<file path="src/rtl/mem_port_arbiter_pkg.sv">
// Shared definitions for the RVCPU memory path: arbiter FSM states and the
// load/store control codes understood by the mem array and the core.
package rvcpu_mem_pkg;

    typedef enum logic [1:0] {
        IDLE    = 2'd0,
        IM_BUSY = 2'd1,
        DM_BUSY = 2'd2
    } arb_state_t;

    localparam int CTRL_W   = 3;
    localparam int STREAK_W = 8;

    localparam logic [CTRL_W-1:0] RD_NONE  = 3'd0;
    localparam logic [CTRL_W-1:0] RD_LB    = 3'd1;
    localparam logic [CTRL_W-1:0] RD_LH    = 3'd2;
    localparam logic [CTRL_W-1:0] RD_LW    = 3'd3;
    localparam logic [CTRL_W-1:0] RD_LD    = 3'd4;
    localparam logic [CTRL_W-1:0] RD_LBU   = 3'd5;
    localparam logic [CTRL_W-1:0] RD_LHU   = 3'd6;
    localparam logic [CTRL_W-1:0] RD_WORDU = 3'd7;

    localparam logic [CTRL_W-1:0] WR_NONE  = 3'd0;
    localparam logic [CTRL_W-1:0] WR_SB    = 3'd1;
    localparam logic [CTRL_W-1:0] WR_SH    = 3'd2;
    localparam logic [CTRL_W-1:0] WR_SD    = 3'd3;
    localparam logic [CTRL_W-1:0] WR_SW    = 3'd4;

endpackage

</file>
<file path="src/rtl/mem_port_arbiter_if.sv">
// Bundle of the fetch port, data port and memory-side signals around the arbiter.
// Handshake: a requester holds *_req (and its fields) high until the cycle its
// one-cycle *_valid pulse appears; toward memory, mem_en is a one-cycle strobe,
// mem_* fields stay stable until the access ends, and mem_ack=1 completes it.
interface mem_port_arbiter_if;
    import rvcpu_mem_pkg::*;

    logic              im_req;
    logic [63:0]       im_addr;
    logic [31:0]       im_dout;
    logic              im_valid;

    logic              dm_req;
    logic [63:0]       dm_addr;
    logic [CTRL_W-1:0] dm_rd_ctrl;
    logic [CTRL_W-1:0] dm_wr_ctrl;
    logic [63:0]       dm_din;
    logic [63:0]       dm_dout;
    logic              dm_valid;

    logic              bus_err;

    logic              mem_en;
    logic [63:0]       mem_addr;
    logic [CTRL_W-1:0] mem_rd_ctrl;
    logic [CTRL_W-1:0] mem_wr_ctrl;
    logic [63:0]       mem_wdata;
    logic [63:0]       mem_rdata;
    logic              mem_ack;

    modport slave (
        input  im_req, im_addr,
        output im_dout, im_valid,
        input  dm_req, dm_addr, dm_rd_ctrl, dm_wr_ctrl, dm_din,
        output dm_dout, dm_valid,
        output bus_err,
        output mem_en, mem_addr, mem_rd_ctrl, mem_wr_ctrl, mem_wdata,
        input  mem_rdata, mem_ack
    );

    modport master (
        output im_req, im_addr,
        input  im_dout, im_valid,
        output dm_req, dm_addr, dm_rd_ctrl, dm_wr_ctrl, dm_din,
        input  dm_dout, dm_valid,
        input  bus_err,
        input  mem_en, mem_addr, mem_rd_ctrl, mem_wr_ctrl, mem_wdata,
        output mem_rdata, mem_ack
    );
endinterface

</file>
<file path="src/rtl/mem_port_arbiter_timer.sv">
// Access timeout counter: clear loads zero, en counts up and saturates at
// TIMEOUT, expired flags that the limit has been reached.
module mem_req_timer #(
    parameter int TIMEOUT = 64
) (
    input  logic clk,
    input  logic rst,
    input  logic clear,
    input  logic en,
    output logic expired
);
    localparam int CW = $clog2(TIMEOUT + 1);
    localparam logic [CW-1:0] LIMIT = CW'(TIMEOUT);

    logic [CW-1:0] count;

    always_ff @(posedge clk) begin
        if (rst || clear) begin
            count <= '0;
        end else if (en && count != LIMIT) begin
            count <= count + CW'(1);
        end
    end

    assign expired = (count == LIMIT);
endmodule

</file>
<file path="src/rtl/mem_port_arbiter.sv">
// Serialises the RVCPU fetch and data ports onto one single-port memory with a
// variable-latency acknowledge, a data-streak limit and an access timeout.
module mem_port_arbiter
    import rvcpu_mem_pkg::*;
#(
    parameter int MAX_DM_STREAK = 4,
    parameter int TIMEOUT       = 64
) (
    input  logic                clk,
    input  logic                rst,
    mem_port_arbiter_if.slave   bus,
    output arb_state_t          dbg_state,
    output logic [STREAK_W-1:0] dbg_dm_streak
);
    localparam logic [STREAK_W-1:0] STREAK_MAX = STREAK_W'(MAX_DM_STREAK);

    arb_state_t          state, next_state;
    logic [STREAK_W-1:0] dm_streak;
    logic                grant_im, grant_dm;
    logic                busy, done_ack, done_timeout;
    logic                timer_expired;

    mem_req_timer #(.TIMEOUT(TIMEOUT)) u_timer (
        .clk     (clk),
        .rst     (rst),
        .clear   (grant_im || grant_dm),
        .en      (busy),
        .expired (timer_expired)
    );

    always_ff @(posedge clk) begin
        if (rst) begin
            state <= IDLE;
        end else begin
            state <= next_state;
        end
    end

    always_comb begin
        next_state   = state;
        grant_im     = 1'b0;
        grant_dm     = 1'b0;
        done_ack     = 1'b0;
        done_timeout = 1'b0;
        busy         = 1'b0;
        case (state)
            IDLE: begin
                // A waiting fetch wins only once the data port has used its streak.
                if (bus.im_req && (!bus.dm_req || dm_streak == STREAK_MAX)) begin
                    grant_im   = 1'b1;
                    next_state = IM_BUSY;
                end else if (bus.dm_req) begin
                    grant_dm   = 1'b1;
                    next_state = DM_BUSY;
                end
            end
            IM_BUSY, DM_BUSY: begin
                busy = 1'b1;
                if (bus.mem_ack) begin
                    done_ack   = 1'b1;
                    next_state = IDLE;
                end else if (timer_expired) begin
                    done_timeout = 1'b1;
                    next_state   = IDLE;
                end
            end
            default: next_state = IDLE;
        endcase
    end

    always_ff @(posedge clk) begin
        if (rst) begin
            dm_streak       <= '0;
            bus.mem_en      <= 1'b0;
            bus.mem_addr    <= '0;
            bus.mem_rd_ctrl <= RD_NONE;
            bus.mem_wr_ctrl <= WR_NONE;
            bus.mem_wdata   <= '0;
            bus.im_dout     <= '0;
            bus.dm_dout     <= '0;
            bus.im_valid    <= 1'b0;
            bus.dm_valid    <= 1'b0;
            bus.bus_err     <= 1'b0;
        end else begin
            bus.mem_en   <= grant_im || grant_dm;
            bus.im_valid <= (done_ack || done_timeout) && (state == IM_BUSY);
            bus.dm_valid <= (done_ack || done_timeout) && (state == DM_BUSY);
            bus.bus_err  <= done_timeout;

            if (grant_im) begin
                dm_streak       <= '0;
                bus.mem_addr    <= bus.im_addr;
                bus.mem_rd_ctrl <= RD_WORDU;
                bus.mem_wr_ctrl <= WR_NONE;
                bus.mem_wdata   <= '0;
            end else if (grant_dm) begin
                if (!bus.im_req) begin
                    dm_streak <= '0;
                end else if (dm_streak != STREAK_MAX) begin
                    dm_streak <= dm_streak + STREAK_W'(1);
                end
                bus.mem_addr    <= bus.dm_addr;
                bus.mem_rd_ctrl <= bus.dm_rd_ctrl;
                bus.mem_wr_ctrl <= bus.dm_wr_ctrl;
                bus.mem_wdata   <= bus.dm_din;
            end

            // A timed-out access returns zero data alongside bus_err.
            if (state == IM_BUSY && done_ack) begin
                bus.im_dout <= bus.mem_rdata[31:0];
            end else if (state == IM_BUSY && done_timeout) begin
                bus.im_dout <= '0;
            end
            if (state == DM_BUSY && done_ack) begin
                bus.dm_dout <= bus.mem_rdata;
            end else if (state == DM_BUSY && done_timeout) begin
                bus.dm_dout <= '0;
            end
        end
    end

    assign dbg_state     = state;
    assign dbg_dm_streak = dm_streak;
endmodule

</file>
<file path="src/flat_wrapper.sv">
// flat-port wrapper written by rule: the top's interface ports become plain ports
module mem_port_arbiter_flat import rvcpu_mem_pkg::*;
#(
    parameter int MAX_DM_STREAK = 4,
    parameter int TIMEOUT       = 64
)
  (clk, rst, dbg_state, dbg_dm_streak, bus_im_req, bus_im_addr, bus_im_dout, bus_im_valid, bus_dm_req, bus_dm_addr, bus_dm_rd_ctrl, bus_dm_wr_ctrl, bus_dm_din, bus_dm_dout, bus_dm_valid, bus_bus_err, bus_mem_en, bus_mem_addr, bus_mem_rd_ctrl, bus_mem_wr_ctrl, bus_mem_wdata, bus_mem_rdata, bus_mem_ack);
  mem_port_arbiter_if bus_i ();
  input  logic clk;
  input  logic rst;
  output arb_state_t dbg_state;
  output logic [STREAK_W-1:0] dbg_dm_streak;
  input wire logic [$bits(bus_i.im_req)-1:0] bus_im_req;
  input wire logic [$bits(bus_i.im_addr)-1:0] bus_im_addr;
  output wire logic [$bits(bus_i.im_dout)-1:0] bus_im_dout;
  output wire logic [$bits(bus_i.im_valid)-1:0] bus_im_valid;
  input wire logic [$bits(bus_i.dm_req)-1:0] bus_dm_req;
  input wire logic [$bits(bus_i.dm_addr)-1:0] bus_dm_addr;
  input wire logic [$bits(bus_i.dm_rd_ctrl)-1:0] bus_dm_rd_ctrl;
  input wire logic [$bits(bus_i.dm_wr_ctrl)-1:0] bus_dm_wr_ctrl;
  input wire logic [$bits(bus_i.dm_din)-1:0] bus_dm_din;
  output wire logic [$bits(bus_i.dm_dout)-1:0] bus_dm_dout;
  output wire logic [$bits(bus_i.dm_valid)-1:0] bus_dm_valid;
  output wire logic [$bits(bus_i.bus_err)-1:0] bus_bus_err;
  output wire logic [$bits(bus_i.mem_en)-1:0] bus_mem_en;
  output wire logic [$bits(bus_i.mem_addr)-1:0] bus_mem_addr;
  output wire logic [$bits(bus_i.mem_rd_ctrl)-1:0] bus_mem_rd_ctrl;
  output wire logic [$bits(bus_i.mem_wr_ctrl)-1:0] bus_mem_wr_ctrl;
  output wire logic [$bits(bus_i.mem_wdata)-1:0] bus_mem_wdata;
  input wire logic [$bits(bus_i.mem_rdata)-1:0] bus_mem_rdata;
  input wire logic [$bits(bus_i.mem_ack)-1:0] bus_mem_ack;
  assign bus_i.im_req = bus_im_req;
  assign bus_i.im_addr = bus_im_addr;
  assign bus_im_dout = bus_i.im_dout;
  assign bus_im_valid = bus_i.im_valid;
  assign bus_i.dm_req = bus_dm_req;
  assign bus_i.dm_addr = bus_dm_addr;
  assign bus_i.dm_rd_ctrl = bus_dm_rd_ctrl;
  assign bus_i.dm_wr_ctrl = bus_dm_wr_ctrl;
  assign bus_i.dm_din = bus_dm_din;
  assign bus_dm_dout = bus_i.dm_dout;
  assign bus_dm_valid = bus_i.dm_valid;
  assign bus_bus_err = bus_i.bus_err;
  assign bus_mem_en = bus_i.mem_en;
  assign bus_mem_addr = bus_i.mem_addr;
  assign bus_mem_rd_ctrl = bus_i.mem_rd_ctrl;
  assign bus_mem_wr_ctrl = bus_i.mem_wr_ctrl;
  assign bus_mem_wdata = bus_i.mem_wdata;
  assign bus_i.mem_rdata = bus_mem_rdata;
  assign bus_i.mem_ack = bus_mem_ack;
  mem_port_arbiter #(.MAX_DM_STREAK(MAX_DM_STREAK), .TIMEOUT(TIMEOUT)) u_core (.clk(clk), .rst(rst), .bus(bus_i), .dbg_state(dbg_state), .dbg_dm_streak(dbg_dm_streak));
endmodule
</file>
<file path="config.mk">
export PLATFORM = sky130hd
export DESIGN_NAME = mem_port_arbiter_flat
export DESIGN_NICKNAME = d
export VERILOG_FILES = /design/src/rtl/mem_port_arbiter_pkg.sv /design/src/rtl/mem_port_arbiter_if.sv /design/src/rtl/mem_port_arbiter_timer.sv /design/src/rtl/mem_port_arbiter.sv /design/src/flat_wrapper.sv
export SDC_FILE = /design/constraint.sdc
export NUM_CORES = 1
export LEC_CHECK = 0
export CAP_MARGIN = 20
export CORE_AREA = 2 2 198 200
export CTS_CLUSTER_DIAMETER = 30
export DETAILED_ROUTE_END_ITERATION = 8
export DIE_AREA = 0 0 200 202
export GPL_TIMING_DRIVEN = 0
export SETUP_SLACK_MARGIN = 0.2
export SLEW_MARGIN = 20
export SYNTH_ARGS = -nofsm -noshare
export SYNTH_HDL_FRONTEND = slang
export SYNTH_HIERARCHICAL = 1
export SYNTH_SLANG_ARGS = --single-unit
</file>
<file path="constraint.sdc">
create_clock -name clk -period 3.6 [get_ports clk]
set_input_delay 0.72 -clock clk [delete_from_list [all_inputs] [get_ports clk]]
set_output_delay 0.72 -clock clk [all_outputs]
set_load 0.01 [all_outputs]
</file>
==> run summary, run 1 <==
net switching power: 2485 µW
initial antenna violation count: 1
cell chain of the critical path: clkdlybuf4s50_1 > o21a_1 > clkbuf_1 > buf_2 > clkbuf_1 > nor2_1 > nor2_1 > o221a_1
n_taps: 518
status: finished, final reports clean
Synth Register Bits: 251
die area: 40,400 µm²
CP Depth: 8
CTS tree: built
Hold Path Depth: 2
clock-cell share of area: 12.95%
number of gates resized after CTS: 0
Synth Instances: 1,032
IO Pins: 511
Non-CTS buffers: 595
Setup Fix Bufs, Post-CTS: 0
clock transition at the registers of the reported paths: 0.04 ns
die width: 200 µm
first-pass GRT wire length: 60,510 µm
Final ANT Viol Nets: 0
CP startpoint kind: primary input
commonest non-fill, non-tap cells in the layout: clkdlybuf4s50_1, dfxtp_1, nor2_1, nand2_1, a22oi_1
CP endpoint kind: flop
post-synthesis sequential area ratio: 54.07%
Fin Setup TNS: 0 ns
critical path class: primary input to flop
Port Buf Inserts: 510
largest net degree at the start of global routing: 13
Clock Buffer Count: 85
DR iter-0 viols: 389
Placed Cells: 2,060
Met1 Wirelength: 15,590 µm
syn_nets: 1,306
Via Count: 10,006
min-delay src: u_core/bus.mem_wdata[25]$_SDFFE_PP0P_
M2 GR Usage: 34.87%
min Tclk post-route: 2.680 ns
r2r setup slk: 0.92 ns
wirelength, routed: 41,610 µm
maximum vdd drop: 0.0004042 V
Top cell area share: 54.07%
DRC errors left: 0
H-tree depth: 3
PwrDens: 598.7 nW/µm²
top cell type by total area after synthesis: dfxtp_1
run 1: cells by family (layout without fill, tap and decap cells):
kind of cell | count (synthesis) | in the layout | synth area share [%]
other cells | 0 | 1 | 0
fa+ha+maj | 7 | 7 | 0.9423
simple gates | 413 | 413 | 17.80
flops | 251 | 251 | 54.07
compound gates | 263 | 263 | 21.94
buf+inv | 93 | 721 | 4.739
mux | 3 | 3 | 0.3231
xor+xnor | 2 | 2 | 0.1885
run 1: power by group through the flow:
stage | registers [µW] | logic [µW] | clock network, µW
6_report | 3050 | 1370 | 5930
5_1_grt | 3060 | 1480 | 6200
4_1_cts | 3050 | 1390 | 6040
3_5_place_dp | 3090 | 1370 | 0
3_3_place_gp | 3090 | 1360 | 0
2_1_floorplan | 3160 | 465 | 0
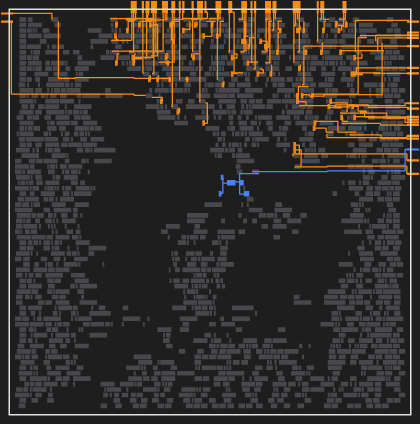
(run_1/port_nets.png)
Scale: 2 px per µm.
| port | color | direction | end cells | buffers | wire |
|---|---|---|---|---|---|
| bus_dm_req | blue | input | 5 | 1 | 131 µm |
| bus_dm_din | orange | input | 64 | 64 | 2,320 µm |

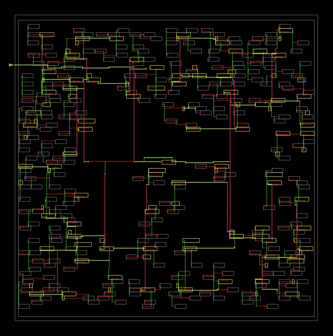
(run_1/final_clocks.png)
clk_lat worst skew: 0.56 ns
Flops: 251
clock sinks: 251

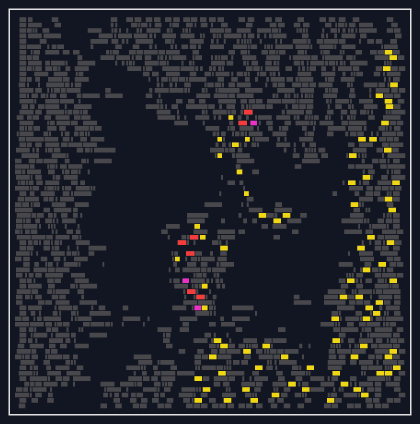
(run_1/gate_families.png)
Scale: 2 px per µm.
| family | color | cells | most used |
|---|---|---|---|
| AND-OR and OR-AND gates | yellow | 79 | o221a_1 |
| multiplexers | magenta | 3 | mux2i_1 |
| adder and majority cells | red | 7 | ha_1 |

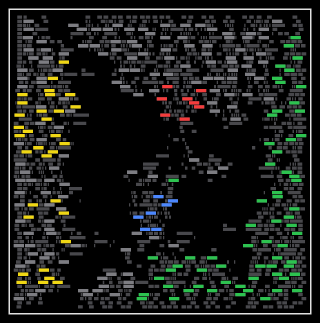
(run_1/registers.png)
Scale: 1.5 px per µm. Other sequential cells in the stronger gray, the rest of the logic in the fainter gray.
| signal | color | placed flops |
|---|---|---|
| u_core/dbg_dm_streak | red | 8 |
| u_core/bus.im_dout | yellow | 32 |
| u_core/u_timer/count | blue | 7 |
| u_core/bus.mem_addr | green | 64 |

==> run_1/metal_stack.png <==
Scale: 2 px per µm.
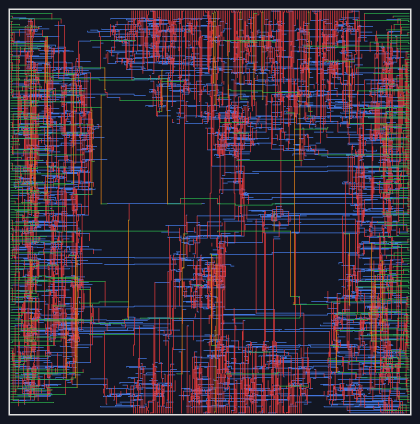

==> inputs of run 2 (changes only) <==
CORE_AREA = 2 2 199 201   (was 2 2 198 200)
DIE_AREA = 0 0 201 203   (was 0 0 200 202)
clock period = 2.6 ns   (was 3.6 ns; I/O delays follow)
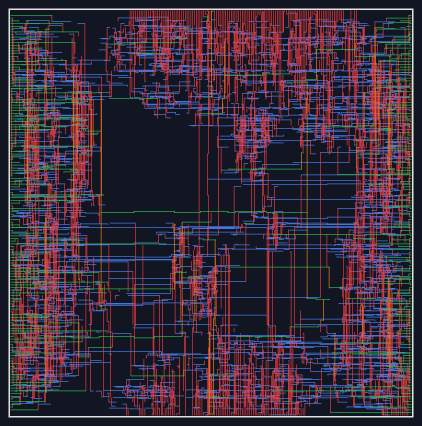
(run_2/metal_stack.png)
Scale: 2 px per µm.
| layer | color | wire length |
|---|---|---|
| met2 | red | 20.7 mm |
| met1 | blue | 16,300 µm |
| met4 | orange | 1,340 µm |
| met3 | green | 3,930 µm |

==> run 2 against run 1 <==
Count of clock-buffer cells in the layout increased by 14; register-to-register slack got worse by 0.57 ns; worst setup slack got worse by 0.57 ns; critical path type is now flop to flop; critical endpoint is now u_core/bus.dm_dout[26]$_SDFFE_PP0P_.
==> run summary, run 2 <==
syn_nets: 1,306 (unchanged)
CP endpoint kind: flop
XOR Share, Synth: 0.1885% (unchanged)
Synth Instances: 1,032 (unchanged)
Fin Setup TNS: 0 ns (unchanged)
min-delay src: u_core/bus.mem_wdata[39]$_SDFFE_PP0P_
maximum vdd drop: 0.0004615 V (+14%)
DRC errors left: 0 (unchanged)
CP startpoint kind: flop
Clock group: 8350 µW (+41%)
clock sinks: 251 (unchanged)
Via Count: 10,072 (+0.66%)
cell chain of the critical path: inv_1 > ha_1 > or4b_4 > nor3_4 > o211ai_1 > buf_6 > buf_4 > a22oi_1 > nor2_1
status: finished, final reports clean
area fraction in mux cells: 0.3231% (unchanged)
r2r setup slk: 0.35 ns (-0.57 ns)
number of gates resized after CTS: 15 (+15)
commonest non-fill, non-tap cells in the layout: clkdlybuf4s50_1, dfxtp_1, nor2_1, nand2_1, a22oi_1
clk_lat worst skew: 0.55 ns (about the same)
clock transition at the registers of the reported paths: 0.04 ns (about the same)
min Tclk post-route: 2.248 ns
main logic family after synthesis: AND-OR/OR-AND gates
Port Buf Inserts: 510 (unchanged)
M2 GR Usage: 34.80% (-0.071 points)
Placed Cells: 2,060 (unchanged)
die area: 40,800 µm² (+1.0%)
Setup Fix Bufs, Post-CTS: 0 (unchanged)
wirelength, routed: 42,220 µm (+1.5%)
normalized max-slew margin: 40.29%
largest net degree at the start of global routing: 13 (unchanged)
H-tree depth: 3 (unchanged)
IO Pins: 511 (unchanged)
top cell type by total area after synthesis: dfxtp_1
DR iter-0 viols: 449 (+15%)
net switching power: 3439 µW (+38%)
initial antenna violation count: 0 (-1)
die width: 201 µm (+0.50%)
adder share: 0.9424% (unchanged)
CTS tree: built
Synth Register Bits: 251 (unchanged)
PwrDens: 825.7 nW/µm² (+38%)
Hold Path Depth: 2 (unchanged)
Met1 Wirelength: 16,270 µm (+4.4%)
Top cell area share: 54.07% (unchanged)
CP Depth: 9 (+1)
Logic power comb: 1920 µW (+40%)
post-synthesis sequential area ratio: 54.07% (unchanged)
AO/OA Area Share: 21.94% (unchanged)
most instantiated cells after synthesis: dfxtp_1, nor2_1, nand2_1, a22oi_1, a21oi_1
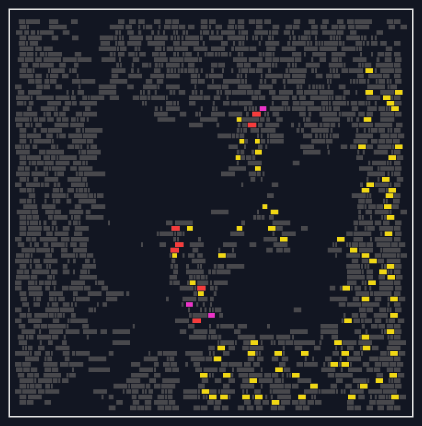
(run_2/gate_families.png)
Scale: 2 px per µm.
| family | color | cells | most used |
|---|---|---|---|
| multiplexers | magenta | 3 | mux2i_1 |
| AND-OR and OR-AND gates | yellow | 79 | o221a_1 |
| adder and majority cells | red | 7 | ha_1 |

==> run 2: cell counts after synthesis <==
Identical to the previous run, type by type.
==> run 2: layout make-up <==
cell class / count / area (µm²) / share of cell area, %
inverter: 8 / 30.03 / 0.1711
buffer: 85 / 456.7 / 2.602
timing repair buffer: 512 / 5117 / 29.16
clock inverter: 23 / 211.5 / 1.205
tap: 518 / 648.1 / 3.693
sequential: 251 / 5026 / 28.64
clock buffer: 99 / 2136 / 12.17
multi-input combinational: 688 / 3924 / 22.36
==> run 2: stage by stage <==
stage	hold WS [ns]	util [%]
global placement	0.4424	39.12
finish	0.4509	45.62
global route	0.4678	45.62
floorplan	0.4569	-
detailed placement	0.4471	39.12
CTS	0.4515	45.30
Power and IR drop assume default switching activity.
